### config.mk
export PLATFORM = sky130hd
export DESIGN_NAME = branch_resolve
export DESIGN_NICKNAME = d
export VERILOG_FILES = /design/src/rtl/branch_resolve_pkg.sv /design/src/rtl/branch_resolve_cond.sv /design/src/rtl/branch_resolve.sv
export SDC_FILE = /design/constraint.sdc
export NUM_CORES = 1
export LEC_CHECK = 0
export CAP_MARGIN = 20
export CORE_MARGIN = 2
export CORE_UTILIZATION = 45
export DETAILED_ROUTE_END_ITERATION = 8
export PLACE_DENSITY = 0.75
export SETUP_SLACK_MARGIN = 0.4
export SLEW_MARGIN = 20
export SYNTH_ARGS = -nofsm -noshare
export SYNTH_HDL_FRONTEND = slang
export SYNTH_SLANG_ARGS = --single-unit
### constraint.sdc
create_clock -name clk_i -period 4.2 [get_ports clk_i]
set_input_delay 1.05 -clock clk_i [delete_from_list [all_inputs] [get_ports clk_i]]
set_output_delay 1.05 -clock clk_i [all_outputs]
set_load 0.05 [all_outputs]
### src/rtl/branch_resolve_pkg.sv
// Shared encodings for the branch resolution unit: op/funct3 codes, FSM states, result flags.
package branch_resolve_pkg;

  localparam int XLEN_DEFAULT = 32;

  typedef enum logic [1:0] {
    OP_BRANCH = 2'b00,
    OP_JAL    = 2'b01,
    OP_JALR   = 2'b10,
    OP_RSVD   = 2'b11
  } op_e;

  typedef enum logic [2:0] {
    F3_BEQ  = 3'b000,
    F3_BNE  = 3'b001,
    F3_BLT  = 3'b100,
    F3_BGE  = 3'b101,
    F3_BLTU = 3'b110,
    F3_BGEU = 3'b111
  } funct3_e;

  typedef enum logic {
    ST_RUN   = 1'b0,
    ST_FLUSH = 1'b1
  } state_e;

  typedef struct packed {
    logic taken;
    logic mispredict;
    logic illegal;
    logic misalign;
    logic cmp_err;
    logic is_br;
  } res_flags_t;

  // funct3 010/011 have no branch meaning.
  function automatic logic f3_illegal(input logic [2:0] f3);
    return (f3 == 3'b010) || (f3 == 3'b011);
  endfunction

endpackage

### src/rtl/branch_resolve_cond.sv
// Combinational branch condition: selects the comparator flag for funct3 and
// flags an inconsistent flag set from the comparator.
module branch_cond
  import branch_resolve_pkg::*;
(
  input  logic [2:0] funct3,
  input  logic       eq,
  input  logic       lts,
  input  logic       gtes,
  input  logic       ltu,
  input  logic       gteu,
  output logic       taken,
  output logic       cmp_err
);

  always_comb begin
    taken = 1'b0;
    case (funct3)
      F3_BEQ:  taken = eq;
      F3_BNE:  taken = !eq;
      F3_BLT:  taken = lts;
      F3_BGE:  taken = gtes;
      F3_BLTU: taken = ltu;
      F3_BGEU: taken = gteu;
      default: taken = 1'b0;
    endcase
  end

  // Complementary flag pairs must disagree, and equality excludes less-than.
  assign cmp_err = (lts == gtes) || (ltu == gteu) || (eq && (lts || ltu));

endmodule

### src/rtl/branch_resolve.sv
// Resolves branches/jumps into a single registered result stage (1 cycle latency,
// held under res_ready backpressure) and requests a timed pipeline flush on mispredict.
module branch_resolve
  import branch_resolve_pkg::*;
#(
  parameter int XLEN         = XLEN_DEFAULT,
  parameter int FLUSH_CYCLES = 2
) (
  input  logic            clk_i,
  input  logic            rst_i,
  input  logic            valid_w_i,
  output logic            ready_w_o,
  input  logic [1:0]      op_w_i,
  input  logic [2:0]      funct3_w_i,
  input  logic [XLEN-1:0] pc_w_i,
  input  logic [XLEN-1:0] imm_w_i,
  input  logic [XLEN-1:0] rs1_w_i,
  input  logic            eq_w_i,
  input  logic            lts_w_i,
  input  logic            gtes_w_i,
  input  logic            ltu_w_i,
  input  logic            gteu_w_i,
  input  logic            pred_taken_w_i,
  output logic            res_valid_w_o_h,
  input  logic            res_ready_w_i,
  output logic            taken_w_o_h,
  output logic            mispredict_w_o_h,
  output logic            illegal_w_o_h,
  output logic            misalign_w_o_h,
  output logic            cmp_err_w_o_h,
  output logic [XLEN-1:0] target_w_o,
  output logic [XLEN-1:0] link_w_o,
  output logic            flush_w_o_h,
  output logic [31:0]     br_cnt_w_o,
  output logic [31:0]     mispred_cnt_w_o
);

  localparam logic [3:0] FLUSH_LAST = 4'(FLUSH_CYCLES - 1);

  state_e          state;
  logic [3:0]      flush_cnt;
  res_flags_t      res_q;
  res_flags_t      res_d;
  logic [XLEN-1:0] target_d;
  logic [XLEN-1:0] link_d;
  logic [XLEN-1:0] jalr_sum;
  logic            cond_taken;
  logic            cond_cmp_err;
  logic            op_br;
  logic            accept;
  logic            out_hs;

  branch_cond u_cond (
    .funct3  (funct3_w_i),
    .eq      (eq_w_i),
    .lts     (lts_w_i),
    .gtes    (gtes_w_i),
    .ltu     (ltu_w_i),
    .gteu    (gteu_w_i),
    .taken   (cond_taken),
    .cmp_err (cond_cmp_err)
  );

  assign ready_w_o = !rst_i && (state == ST_RUN) && (!res_valid_w_o_h || res_ready_w_i);
  assign accept    = valid_w_i && ready_w_o;
  assign out_hs    = res_valid_w_o_h && res_ready_w_i;

  assign op_br    = (op_w_i == OP_BRANCH);
  assign jalr_sum = rs1_w_i + imm_w_i;
  assign target_d = (op_w_i == OP_JALR) ? {jalr_sum[XLEN-1:1], 1'b0} : (pc_w_i + imm_w_i);
  assign link_d   = pc_w_i + XLEN'(4);

  always_comb begin
    res_d            = '0;
    res_d.illegal    = (op_w_i == OP_RSVD) || (op_br && f3_illegal(funct3_w_i));
    res_d.taken      = !res_d.illegal && (op_br ? cond_taken : 1'b1);
    res_d.misalign   = res_d.taken && target_d[1];
    res_d.cmp_err    = op_br && cond_cmp_err;
    res_d.mispredict = !res_d.illegal && (res_d.taken != pred_taken_w_i);
    res_d.is_br      = op_br && !res_d.illegal;
  end

  assign taken_w_o_h      = res_q.taken;
  assign mispredict_w_o_h = res_q.mispredict;
  assign illegal_w_o_h    = res_q.illegal;
  assign misalign_w_o_h   = res_q.misalign;
  assign cmp_err_w_o_h    = res_q.cmp_err;

  always_ff @(posedge clk_i) begin
    if (rst_i) begin
      state           <= ST_RUN;
      flush_cnt       <= '0;
      flush_w_o_h     <= 1'b0;
      res_valid_w_o_h <= 1'b0;
      res_q           <= '0;
      target_w_o      <= '0;
      link_w_o        <= '0;
      br_cnt_w_o      <= '0;
      mispred_cnt_w_o <= '0;
    end else begin
      if (accept) begin
        res_valid_w_o_h <= 1'b1;
        res_q           <= res_d;
        target_w_o      <= target_d;
        link_w_o        <= link_d;
      end else if (out_hs) begin
        res_valid_w_o_h <= 1'b0;
      end

      if (out_hs && res_q.is_br)      br_cnt_w_o      <= br_cnt_w_o + 32'd1;
      if (out_hs && res_q.mispredict) mispred_cnt_w_o <= mispred_cnt_w_o + 32'd1;

      // Only a mispredict retired in RUN starts a flush; results draining during
      // a flush are wrong-path and do not re-arm it.
      case (state)
        ST_RUN: begin
          if (out_hs && res_q.mispredict) begin
            state       <= ST_FLUSH;
            flush_w_o_h <= 1'b1;
            flush_cnt   <= '0;
          end
        end
        ST_FLUSH: begin
          if (flush_cnt == FLUSH_LAST) begin
            state       <= ST_RUN;
            flush_w_o_h <= 1'b0;
            flush_cnt   <= '0;
          end else begin
            flush_cnt <= flush_cnt + 4'd1;
          end
        end
        default: begin
          state       <= ST_RUN;
          flush_w_o_h <= 1'b0;
        end
      endcase
    end
  end

endmodule

==> run_1/pdn.png <==
Scale: 2 px per um. Pins as bars on the die edge.
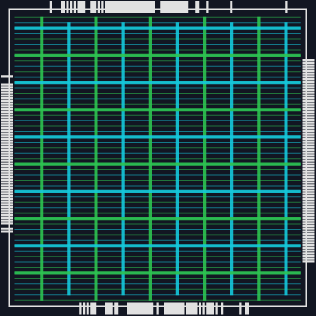
legend:
  cyan:
    net: VDD
  green:
    net: VSS
signal pins: 247
met4 straps: 10
die width: 148 um
peak supply drop: 0.222 mV
Chip Height: 148 um

==> run_1/cell_classes.png <==
Scale: 2 px per um. Fill, decap, tap and diode cells in gray.
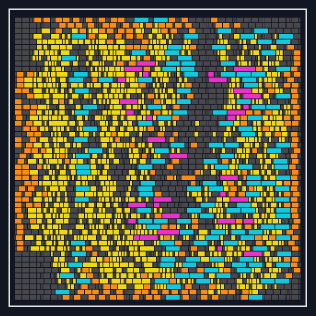
legend:
  magenta:
    class: clock drivers and dummy loads
    cells: 32
  yellow:
    class: all other logic
    cells: 992
  orange:
    class: other buffers and delay cells
    cells: 267
  cyan:
    class: flip-flops
    cells: 141

==> run_1/clock_map.png <==
Scale: 4 px per um.
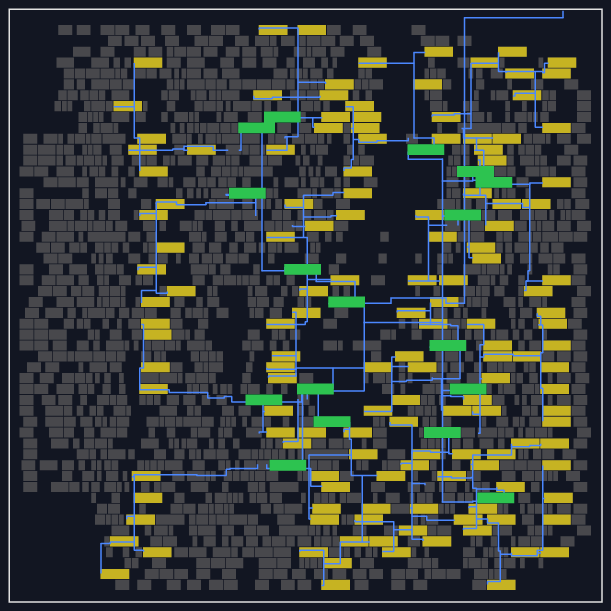
legend:
  green:
    item: cells driving clock nets
    count: 17
  blue:
    item: clock wires
    length: 1830 um
  yellow:
    item: flip-flops
    count: 141
flops lie: widely spread
routed clock nets: 18

==> run_1/metal_stack.png <==
Scale: 2 px per um. Only two layers are drawn.
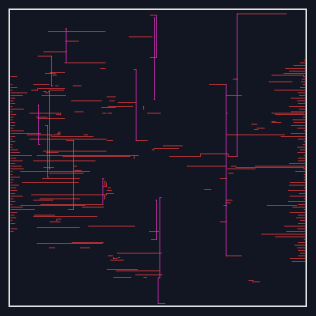
legend:
  red:
    layer: met3
    wire_length: 1890 um
  magenta:
    layer: met4
    wire_length: 492 um
average wire per standard cell: 16.4 um
total track usage: 0.248
Total Routed Length: 27900 um
total number of vias: 9510

-- run 1: sequential cells by signal, indices dropped and copies added (netlist names), 4 cells and up --
register         flops
mispred_cnt_w_o     32
target_w_o          32
flush_cnt            4
br_cnt_w_o          32
link_w_o            32
-- run 1: layout make-up --
class,count,area share
repair buffers,267,0.207
well taps,270,0.0266
multi-input cells,972,0.490
clock inverters,14,0.0137
inverters,20,0.00591
clock buffers,18,0.0346
flip-flops and latches,141,0.222
-- run 1: tightest hold or removal path, cell delays in order (launching register included) --
cell     delay, ns
dfxtp_1       0.31
nand3_1       0.06
nand2_1       0.04
-- run 1: metrics by stage --
step / worst slack, ns / power (mW)
detailed placement: 0.0827 / 2.72
global placement: 0.176 / 2.71
CTS: 0.525 / 4.28
global route: 0.388 / 4.46
finish: 0.570 / 4.27
floorplan: 0.597 / 2.28
-- run 1: per-layer routing --
layer,global-route usage,vias up,wire (um)
li1,-,4719,-
met1,0.339,4377,12600
met2,0.408,379,12800
met3,0.0349,35,1890
met4,0.0731,0,491
met5,0,-,0
-- run 1: cells in the final DEF, fill, tap and decap left out, types with 8 or more instances in the layout --
cell type,instances
o21bai_1,8
and2_1,11
clkbuf_16,17
a21oi_2,8
nand2b_1,8
dfxtp_1,141
nor2b_1,9
xnor2_1,53
inv_1,19
buf_4,21
o211ai_1,8
a31oi_1,8
or3_1,16
ha_1,64
nor2_1,135
nand3_1,80
clkdlybuf4s50_1,244
nand2_1,109
a21o_1,31
nand4_1,27
o21ai_0,89
and3_1,22
a21oi_1,90
nor3_1,12
xor2_1,79
-- run 1: logic make-up (layout without fill, tap and decap cells) --
kind of cell    after synthesis  in the layout  share of synthesized area
simple gates                452            452                      0.231
compound gates              316            316                      0.215
flops                       141            141                      0.303
xor+xnor                    132            132                      0.124
fa+ha+maj                    66             66                     0.0904
buf+inv                      63            319                     0.0297
mux                           6              6                    0.00659
-- run 1: worst min-delay path by stage --
| stage | startpoint | endpoint | slack, ns | cells past startpoint |
|---|---|---|---|---|
| floorplan | flush_cnt[3] | flush_cnt[3] | 0.44 | 1 |
| global placement | target_w_o[20] | target_w_o[20] | 0.43 | 2 |
| detailed placement | link_w_o[1] | link_w_o[1] | 0.45 | 2 |
| CTS | link_w_o[1] | link_w_o[1] | 0.46 | 2 |
| global route | taken_w_o_h | taken_w_o_h | 0.47 | 2 |
| finish | link_w_o[3] | link_w_o[3] | 0.46 | 2 |
-- run 1: what timing repair did --
item,in CTS,in global routing
resized,0,5
endpoints found under the hold margin,0,0
setup endpoints to repair,0,4
-- run 1: power by group through the flow --
stage | combinational (mW) | clock, mW | sequential (mW)
finish | 1.26 | 1.56 | 1.45
global route | 1.35 | 1.66 | 1.46
CTS | 1.24 | 1.59 | 1.45
detailed placement | 1.24 | 0 | 1.48
global placement | 1.23 | 0 | 1.48
floorplan | 0.576 | 0 | 1.70
==> reports/results.ini, run 1 <==
[cts]
htree_levels = 4
holdBufCountCts = 0

[pwr]
seq_power_share = 0.339
pwr-share-comb = 0.294
intPower_mw = 2.83

[finish]
area_growth_pct = 36.5
drive_above_1_share = 0.0566

[floorplan]
ios = 247

[placed_design]
io_buffers = 246
dp.cells = 1670

[yosys]
ys_types = 70
top_cell_area_share = 0.303
ys_cells = 1176
ys_warn_count = 0

[worst_setup_path]
r2r_end = br_cnt_w_o[28]
r2r_slack_ns = 1.78
r2r_start = br_cnt_w_o[4]

[final_timing]
relSlewSlack = 0.446
hold_viol = 0

[run_status]
status = complete, no violations

[global_route]
grt_max_degree = 79

--- run 2 (diff from run 1) ---
- ABC_AREA: not set -> 1
- PLACE_DENSITY: 0.75 -> 0.72
- REMOVE_ABC_BUFFERS: not set -> 1
- SLEW_MARGIN: 20 -> 15
==> run 2 against run 1 <==
Compared with the run above: worst hold slack got worse by 0.013 ns; area after synthesis increased by 26%; via count increased by 42%; fmax increased by 9.7%; wire length increased by 46%; clock-buffer cell count unchanged; clock power decreased by 4%; synthesized cell count increased by 71%; critical path depth decreased by 7; sequential share of layout area decreased by 3.5 points.
==> reports/results.ini, run 2 <==
[worst_setup_path]
r2r_slack_ns = 2.11
r2r_end = br_cnt_w_o[26]
r2r_start = br_cnt_w_o[0]

[final_timing]
fin_ws_ns = 0.891
relSlewSlack = 0.451
hold_viol = 0

[pwr]
pwr-share-comb = 0.321
seq_power_share = 0.333

[cts]
holdBufCountCts = 0
htree_levels = 4

[run_status]
status = complete, no violations

[detailed_routing]
finalWirelength_um = 40700
highest_layer = met4
wl_met3_um = 2530

[yosys]
ys_types = 50
top_cell_area_share = 0.241

[placed_design]
place_ws_ns = 0.694

[floorplan]
ios = 247

[finish]
final_cell_mix = nand2_1, inv_1, clkdlybuf4s50_1, nor2_1, nand3_1
area_growth_pct = 28.8

[global_route]
grt_max_degree = 75

[run 2: netlist changes by cell type after synthesis, moves of 15 or more]
cell     delta
nand2_1   +583
inv_1     +305
nand3_1    +82
xor2_1     -46
xnor2_1    -40
nor2_1     +33
nor3_1     +32
o21ai_0    -32
a21o_1     -30
and3_1     -22
or3_1      -16
a21oi_1    +15
[run 2: worst min path at each step]
stage	startpoint	end	slack (ns)	cells after the start
4_1_cts	flush_cnt[3]	flush_cnt[3]	0.45	1
3_3_place_gp	flush_cnt[3]	flush_cnt[3]	0.43	1
2_1_floorplan	flush_cnt[3]	flush_cnt[3]	0.41	1
5_1_grt	flush_cnt[3]	flush_cnt[3]	0.47	1
6_report	flush_cnt[3]	flush_cnt[3]	0.45	1
3_5_place_dp	flush_cnt[3]	flush_cnt[3]	0.43	1
[run 2: through the flow]
stage	total power, mW	cell area, um2
after floorplan	2.34	11600
after global placement	2.84	14500
after detailed placement	2.85	14500
after CTS	4.35	15100
after global routing	4.55	15100
final	4.34	15100
[run 2: layout make-up]
cell class                 instances  area (um2)
multi-input combinational       1505        7520
clock inverter                    14         129
fill                            2564       10700
sequential                       141        2820
inverter                         334        1250
timing repair buffer             254        2530
tap                              335         419
clock buffer                      18         429
[run 2: layer usage]
layer,vias to the layer above,global-route usage
li1,6883,-
met1,6028,0.359
met2,507,0.510
met3,122,0.0377
met4,0,0.132
met5,-,0
[run 2: critical path, cell delays in order]
cell and delay [ns]:
clkdlybuf4s50_1 0.58, nor2_1 0.09, nor3_1 0.27, buf_4 0.27
[run 2: kinds of logic (layout without fill, tap and decap cells)]
group | Yosys count | in the layout | synth area share
buf+inv | 368 | 620 | 0.118
compound gates | 214 | 214 | 0.0999
flops | 141 | 141 | 0.241
fa+ha+maj | 66 | 66 | 0.0717
mux | 2 | 2 | 0.00171
simple gates | 1177 | 1177 | 0.434
xor+xnor | 46 | 46 | 0.0344
[run 2: power groups by stage]
stage | logic [mW] | clock network, mW | registers [mW]
2_1_floorplan | 0.652 | 0 | 1.69
3_3_place_gp | 1.37 | 0 | 1.47
3_5_place_dp | 1.38 | 0 | 1.47
4_1_cts | 1.38 | 1.52 | 1.44
5_1_grt | 1.53 | 1.57 | 1.45
6_report | 1.39 | 1.50 | 1.44
==> run_2/metal_stack.png <==
Scale: 2 px per um. Only two layers are drawn.
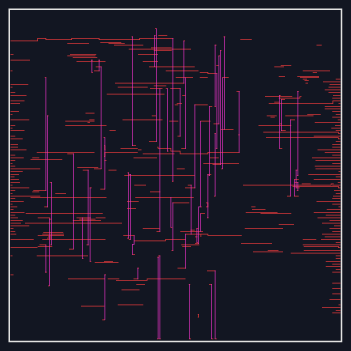
legend:
  red:
    layer: met3
    wire_length: 2530 um
  magenta:
    layer: met4
    wire_length: 1780 um
total track usage: 0.292
total number of vias: 13.5k
average wire per standard cell: 15.6 um

==> run_2/pdn.png <==
Scale: 2 px per um. Pins as bars on the die edge.
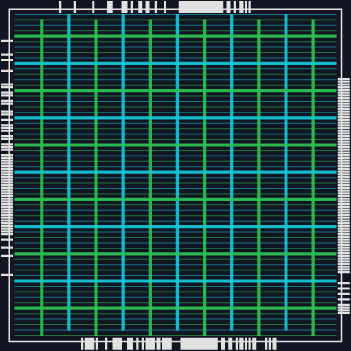
legend:
  green:
    net: VSS
  cyan:
    net: VDD
rows: 59
met1 rails: 60
signal pins: 247
die width: 165 um
peak supply drop: 0.230 mV
Chip Height: 165 um
core region area: 0.0258 mm2

==> run_2/final_placement.png <==
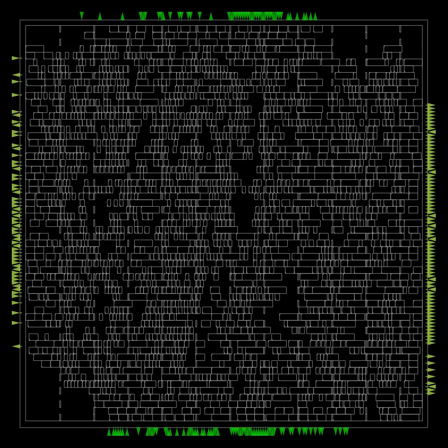

--- run 3 (diff from run 2) ---
- PLACE_DENSITY: 0.72 -> 0.75
- clock period: 4.2 -> 2.9 ns (I/O delays scaled with it)
==> run_3/final_placement.png <==
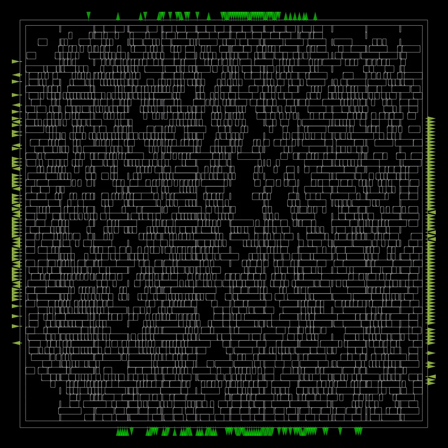
final std cells w/o fill: 2710
num tapcells: 335
Fillers: 2415

==> run_3/metal_stack.png <==
Scale: 2 px per um. Only two layers are drawn.
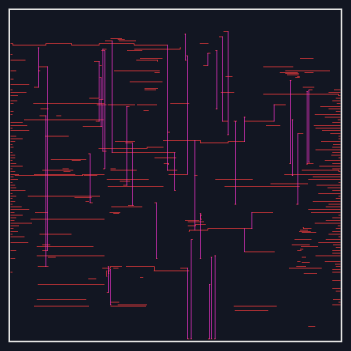
legend:
  magenta:
    layer: met4
    wire_length: 1360 um
  red:
    layer: met3
    wire_length: 2210 um
Total Routed Length: 42400 um
average wire per standard cell: 15.7 um
total track usage: 0.303
total number of vias: 13.9k

==> run 3 against run 2 <==
Compared with the run above: critical path depth is 3 lower; first-iteration DRC count is 5.6% lower; worst hold slack worse by 0.0023 ns; register-to-register slack worse by 1.3 ns; clock power is 58% higher; core utilization is 6.1 points higher; wire length is 4.3% higher; area after synthesis stayed put; largest power group unchanged.
==> reports/results.ini, run 3 <==
[yosys]
ys_warn_count = 0
synthAdderAreaFrac = 0.0717
top_cell_area_share = 0.241
top_logic_kind = simple AND/OR/NAND/NOR gates
mux_area_frac = 0.00171
ys_types = 50
ys_cells = 2014

[detailed_routing]
wl_met1_um = 17800
wl_met3_um = 2210
highest_layer = met4
wl_met2_um = 21100

[worst_setup_path]
path_depth = 1
crit_chain = clkdlybuf4s50_1
r2r_start = br_cnt_w_o[0]
r2r_end = br_cnt_w_o[26]
path_buffers = 1
max_stage_delay_ns = 0.85
cp_slowest_cell = clkdlybuf4s50_1
r2r_slack_ns = 0.78
crit_family = buffers and inverters

[finish]
area_growth_pct = 42.2
final_cell_mix = nand2_1, inv_1, clkdlybuf4s50_1, nand3_1, nor2_1
drive_above_1_share = 0.117
layout_top_cell = nand2_1

[placed_design]
io_buffers = 246

[run_status]
status = complete, no violations

[cts]
htree_levels = 4
holdBufCountCts = 0

[floorplan]
chipHeight_um = 165
core_area_mm2 = 0.0258
die_w_um = 165

[hold_path]
worst_hold_path.endpoint = flush_cnt[3]
holdPathStages = 1
hold_start = flush_cnt[3]

[final_timing]
relSlewSlack = 0.593
hold_viol = 0

[global_route]
grt_max_degree = 58

## run 3: kinds of logic (layout without fill, tap and decap cells)
family / Yosys count / in the layout
muxes: 2 / 2
xor gates and xnor gates: 46 / 46
DFF: 141 / 141
buffers and inverters: 368 / 729
AOI/OAI and AO/OA: 214 / 214
adders and majority gates: 66 / 66
and+or+nand+nor: 1177 / 1177
## run 3: repair_timing
item                                    CTS  global route
endpoints found under the setup margin    9            30
pin swaps                                 1             3
buffers inserted                          1             0
resized                                   7           110
endpoints found under the hold margin     0             0
## run 3: layout make-up
| cell class | instances | area [um2] |
|---|---|---|
| Sequential cell | 141 | 2820 |
| Fill cell | 2415 | 9170 |
| Tap cell | 335 | 419 |
| Inverter | 334 | 1250 |
| Clock inverter | 14 | 183 |
| Multi-Input combinational cell | 1505 | 8070 |
| Clock buffer | 18 | 429 |
| Timing Repair Buffer | 363 | 3490 |
## run 3: stage by stage
| stage | hold WS, ns | setup slack (ns) | std cells | instance area (um2) |
|---|---|---|---|---|
| floorplan | 0.412 | -1.79 | 1980 | 11600 |
| global placement | 0.426 | -0.129 | 2677 | 15400 |
| detailed placement | 0.437 | -0.122 | 2677 | 15400 |
| CTS | 0.447 | 0.377 | 2710 | 16100 |
| global route | 0.470 | 0.338 | 2710 | 16700 |
| finish | 0.444 | 0.443 | 2710 | 16700 |
## run 3: report_power, final
group          switching (mW)  internal, mW
sequential             0.0605          2.03
clock                   0.991          1.38
combinational            1.40         0.902
## run 3: how the worst max path moves through the flow
stage / from / end / slack, ns
2_1_floorplan: res_ready_w_i / misalign_w_o_h / -1.79
3_3_place_gp: imm_w_i[20] / target_w_o[28] / -0.13
3_5_place_dp: imm_w_i[20] / target_w_o[28] / -0.12
4_1_cts: imm_w_i[3] / target_w_o[21] / 0.38
5_1_grt: pc_w_i[8] / target_w_o[29] / 0.34
6_report: target_w_o[25] / target_w_o[25] / 0.44
## run 3: layer usage
layer / GRT usage / up-vias
met4: 0.105 / 0
li1: - / 7103
met2: 0.554 / 447
met3: 0.0415 / 86
met1: 0.362 / 6296
met5: 0 / -
Power figures rest on the tool's default switching activity, not on a simulated workload.
